$ cat config.mk
export PLATFORM = sky130hd
export DESIGN_NAME = lap_buffer
export DESIGN_NICKNAME = d
export VERILOG_FILES = /design/src/rtl/lap_buffer.sv
export SDC_FILE = /design/constraint.sdc
export NUM_CORES = 1
export LEC_CHECK = 0
export ABC_AREA = 1
export CORE_MARGIN = 5
export CORE_UTILIZATION = 53
export DETAILED_ROUTE_END_ITERATION = 10
export GPL_TIMING_DRIVEN = 0
export PLACE_DENSITY_LB_ADDON = 0.05
export SLEW_MARGIN = 20
export SYNTH_ARGS = -nofsm -noshare
export SYNTH_HDL_FRONTEND = slang
export SYNTH_SLANG_ARGS = --single-unit
$ cat constraint.sdc
create_clock -name clk -period 2.28 [get_ports clk]
set_input_delay 0.684 -clock clk [delete_from_list [all_inputs] [get_ports clk]]
set_output_delay 0.684 -clock clk [all_outputs]
set_load 0.01 [all_outputs]
$ cat src/rtl/lap_buffer.sv
// lap_buffer
//
// Records lap (split) times from the stopwatch counter into a small FIFO.
// Each entry holds the absolute time at capture and the delta since the
// previous accepted capture (modulo 2^W). The read port is
// first-word-fall-through: the head entry is always presented on
// lap_abs/lap_delta, and rd_en acknowledges and pops it.
//
// Read handshake: lap_valid is the "valid" of the head entry and rd_en is
// the consumer's "ready". An entry is transferred, and popped, on a rising
// clk edge where both are high. rd_en while lap_valid is low has no effect.
//
// Ports
//   clk           single system clock, rising edge
//   rst_n         asynchronous active-low reset
//   elapsed_time  current stopwatch count (W bits)
//   running       high while the upstream controller is counting
//   lap           lap request level; a capture happens on its 0->1 edge
//   clear         synchronous clear of entries, flags and delta base
//   rd_en         pop the head entry
//   lap_abs       head entry: absolute time at capture
//   lap_delta     head entry: time since previous capture
//   lap_valid     buffer non-empty
//   lap_count     number of entries held (0..DEPTH)
//   full          lap_count == DEPTH
//   overflow      sticky: a capture was dropped because the buffer was full

module lap_buffer #(
  parameter int DEPTH = 4,
  parameter int W     = 8
) (
  input  logic                     clk,
  input  logic                     rst_n,
  input  logic [W-1:0]             elapsed_time,
  input  logic                     running,
  input  logic                     lap,
  input  logic                     clear,
  input  logic                     rd_en,
  output logic [W-1:0]             lap_abs,
  output logic [W-1:0]             lap_delta,
  output logic                     lap_valid,
  output logic [$clog2(DEPTH):0]   lap_count,
  output logic                     full,
  output logic                     overflow
);

  localparam int PW = $clog2(DEPTH);
  localparam int CW = PW + 1;
  localparam logic [CW-1:0] DEPTH_C = CW'(DEPTH);

  // ---------------------------------------------------------------------
  // State
  // ---------------------------------------------------------------------
  logic          lap_q,      lap_d;
  logic [W-1:0]  last_cap_q, last_cap_d;
  logic [PW-1:0] wr_ptr_q,   wr_ptr_d;
  logic [PW-1:0] rd_ptr_q,   rd_ptr_d;
  logic [CW-1:0] count_q,    count_d;
  logic          overflow_q, overflow_d;

  logic [W-1:0]  abs_mem_q   [DEPTH];
  logic [W-1:0]  delta_mem_q [DEPTH];

  // ---------------------------------------------------------------------
  // Decode
  // ---------------------------------------------------------------------
  logic          capture_req;
  logic          empty;
  logic          is_full;
  logic          pop;
  logic          accept;
  logic          drop;
  logic [W-1:0]  cap_delta;

  // A lap edge while stopped is discarded, not remembered for later.
  assign capture_req = lap & ~lap_q & running;
  assign empty       = (count_q == '0);
  assign is_full     = (count_q == DEPTH_C);

  // clear wins over both capture and pop.
  assign pop    = rd_en & ~empty & ~clear;
  // A pop in the same cycle frees the slot, so a full buffer still accepts.
  assign accept = capture_req & ~clear & (~is_full | pop);
  assign drop   = capture_req & ~clear & is_full & ~pop;

  // Natural W-bit wrap gives the modulo-2^W delta across counter rollover.
  assign cap_delta = elapsed_time - last_cap_q;

  // ---------------------------------------------------------------------
  // Next state
  // ---------------------------------------------------------------------
  always_comb begin
    lap_d      = lap;
    last_cap_d = last_cap_q;
    wr_ptr_d   = wr_ptr_q;
    rd_ptr_d   = rd_ptr_q;
    count_d    = count_q;
    overflow_d = overflow_q;

    if (clear) begin
      last_cap_d = '0;
      wr_ptr_d   = '0;
      rd_ptr_d   = '0;
      count_d    = '0;
      overflow_d = 1'b0;
    end else begin
      if (accept) begin
        wr_ptr_d   = wr_ptr_q + 1'b1;
        last_cap_d = elapsed_time;
      end
      if (pop) begin
        rd_ptr_d = rd_ptr_q + 1'b1;
      end
      unique case ({accept, pop})
        2'b10:   count_d = count_q + 1'b1;
        2'b01:   count_d = count_q - 1'b1;
        default: count_d = count_q;
      endcase
      if (drop) begin
        overflow_d = 1'b1;
      end
    end
  end

  // ---------------------------------------------------------------------
  // Registers
  // ---------------------------------------------------------------------
  always_ff @(posedge clk or negedge rst_n) begin
    if (!rst_n) begin
      lap_q      <= 1'b0;
      last_cap_q <= '0;
      wr_ptr_q   <= '0;
      rd_ptr_q   <= '0;
      count_q    <= '0;
      overflow_q <= 1'b0;
    end else begin
      lap_q      <= lap_d;
      last_cap_q <= last_cap_d;
      wr_ptr_q   <= wr_ptr_d;
      rd_ptr_q   <= rd_ptr_d;
      count_q    <= count_d;
      overflow_q <= overflow_d;
    end
  end

  // Storage is reset so the head outputs read 0 out of reset. Entries are
  // not erased on pop or clear; they are only meaningful while lap_valid.
  always_ff @(posedge clk or negedge rst_n) begin
    if (!rst_n) begin
      for (int i = 0; i < DEPTH; i++) begin
        abs_mem_q[i]   <= '0;
        delta_mem_q[i] <= '0;
      end
    end else if (accept) begin
      abs_mem_q[wr_ptr_q]   <= elapsed_time;
      delta_mem_q[wr_ptr_q] <= cap_delta;
    end
  end

  // ---------------------------------------------------------------------
  // Outputs
  // ---------------------------------------------------------------------
  assign lap_abs   = abs_mem_q[rd_ptr_q];
  assign lap_delta = delta_mem_q[rd_ptr_q];
  assign lap_valid = ~empty;
  assign lap_count = count_q;
  assign full      = is_full;
  assign overflow  = overflow_q;

endmodule
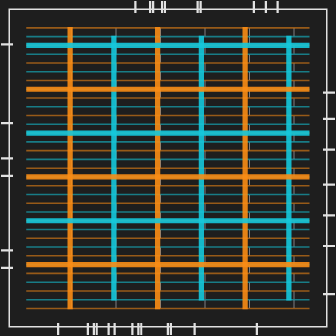
**Above:** PDN straps and rails.
Pins as bars on the die edge. Tap cells in grey.
| colour | net |
|---|---|
| orange | VSS |
| cyan | VDD |
signal pins: 36
met1 rails: 33
Die Span Y: 98.02 um
Core Box Area: 7647 sq um
Worst VDD drop: 0.2976 mV

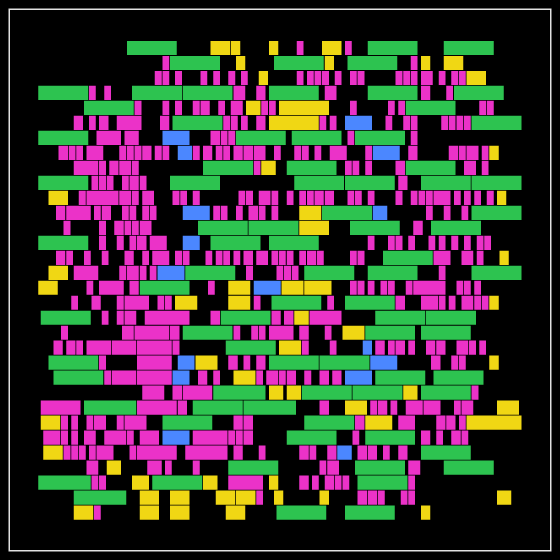
**Above:** placed cells, one colour a class.
| colour | class | cells |
|---|---|---|
| magenta | remaining logic cells | 391 |
| yellow | remaining buffers and delay cells | 59 |
| blue | clock drivers and dummy loads | 16 |
| green | registers | 81 |
final instance area: 4938 sq um
Seq/total area: 41.17%
Util after Layout: 64.58%
# rows: 32

==> impl_metrics.py <==
# Physical implementation metrics
metrics = {
    "cells_and_area": {
        "stdcell_count": 649,
        "buffer_area_share_pct": 11.45,
        "n_antenna_cell": 0,
        "logic_area_sq_um": 1896,
        "comb_cells": 356,
        "inv_count": 35,
        "fill_cells": 673,
        "mostFrequentLayoutCell": "nand2_1",
        "regArea_sq_um": 2033,
        "seq_cells": 81,
    },
    "critical_path": {
        "worstRegToRegCells": 11,
        "reg2reg_to": "lap_count[2]",
        "ff2ff_setup_slack_ps": 490,
        "r2r-start": "lap_count[0]",
    },
    "logic_synthesis": {
        "netlist_area_sq_um": 4106,
        "seq_area_frac_synth_pct": 49.36,
        "ys_chip_area_sq_um": 4106,
        "top_area_cell": "dfrtp_1",
        "edf_count": 0,
        "ys_ff": 81,
        "synth_cell_type_count": 29,
        "synthTopCellsByArea": "dfrtp_1 (49%), nand2_1 (16%), o21ai_0 (5.6%)",
    },
    "sta": {
        "fin_ws_ps": -20.90,
        "max_freq_ghz": 0.4346,
        "setup_violations": 1,
    },
    "power": {
        "maxPowerGroup": "sequential cells",
        "p_comb_share_pct": 19.0,
        "seq_power_share_pct": 51.0,
        "p_per_area_nw_per_um2": 657.6,
        "netSwitchingFraction_pct": 31.16,
        "p_int_mw": 2.235,
        "p_leak_nw": 2.518,
    },
    "run_status": {
        "status": "complete, but fails checks",
        "violations": "setup timing",
    },
    "cts": {
        "cts_tree": "yes",
        "clock_latency_ps": 360,
    },
    "routing": {
        "drtIter0Drc": 254,
        "via_per_inst": 5.350,
        "postRouteAntennaNets": 0,
    },
    "floorplanning": {
        "fp_util_pct": 53.70,
    },
    "global_route": {
        "grt_pass1_vias": 3306,
    },
    "placement": {
        "dp.cells": 628,
    },
}
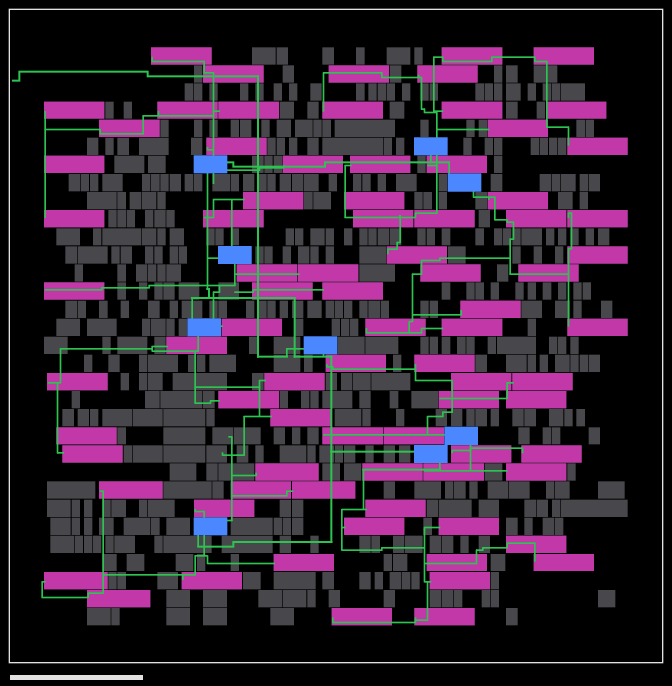
**Above:** routed clock nets over the placement.
Scale bar: 20 um.
[magenta] flip-flops | count: 81
[blue] clock-net drivers | count: 9
[green] clock wires | length: 1050 um
flops lie: spread over the die
routed clock nets: 10
Power Clock: 0.977 mW
Final Skew: 9.699 ps

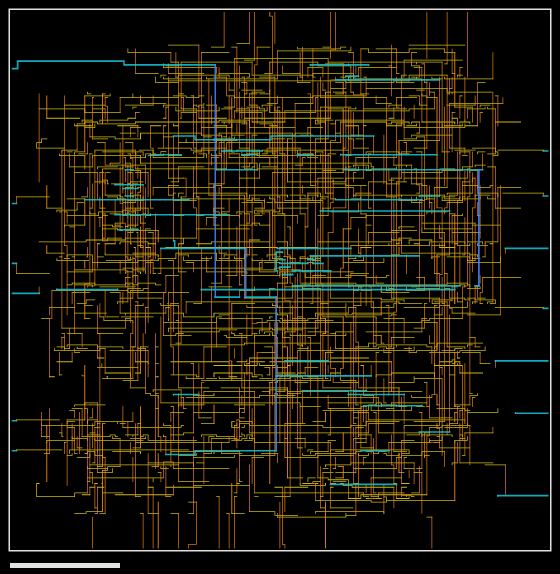
**Above:** routed metal, one colour a layer.
Scale bar: 20 um.
| colour | layer | wire length |
|---|---|---|
| cyan | M3 | 593 um |
| yellow | M1 | 4640 um |
| orange | M2 | 4790 um |
| blue | M4 | 100 um |
vias: 3472
All-Layer GR Usage: 22.09%
overall routed net length: 10120 um
Avg WL per Cell: 15.59 um

stage by stage:
step,worst slack [ps],hold WS [ps],setup TNS [ps],instance area (sq um)
after CTS,-59.62,253.7,-230.7,4936
after floorplan,324.5,388.4,0,4106
after global placement,-2442,456.6,-211810,4584
after global routing,-44.80,263.6,-81.86,4938
after detailed placement,-572.5,459.8,-15350,4609
final,-20.90,237.0,-20.90,4938
kinds of logic after synthesis:
kind of cell,count (synthesis),synth area share (%)
buffers and inverters,53,6.399
and+or+nand+nor,250,27.39
xor gates and xnor gates,5,1.066
DFF,81,49.36
adders and majority gates,13,4.327
AOI/OAI and AO/OA,88,11.46
layer usage:
layer	routed length, um	share of wire, %	vias up
met3	593	5.9	9
li1	-	-	1702
met1	4640	46	1654
met2	4786	47	107
met5	0	0	-
met4	99	0.98	0
Power figures rest on the tool's default switching activity, not on a simulated workload.
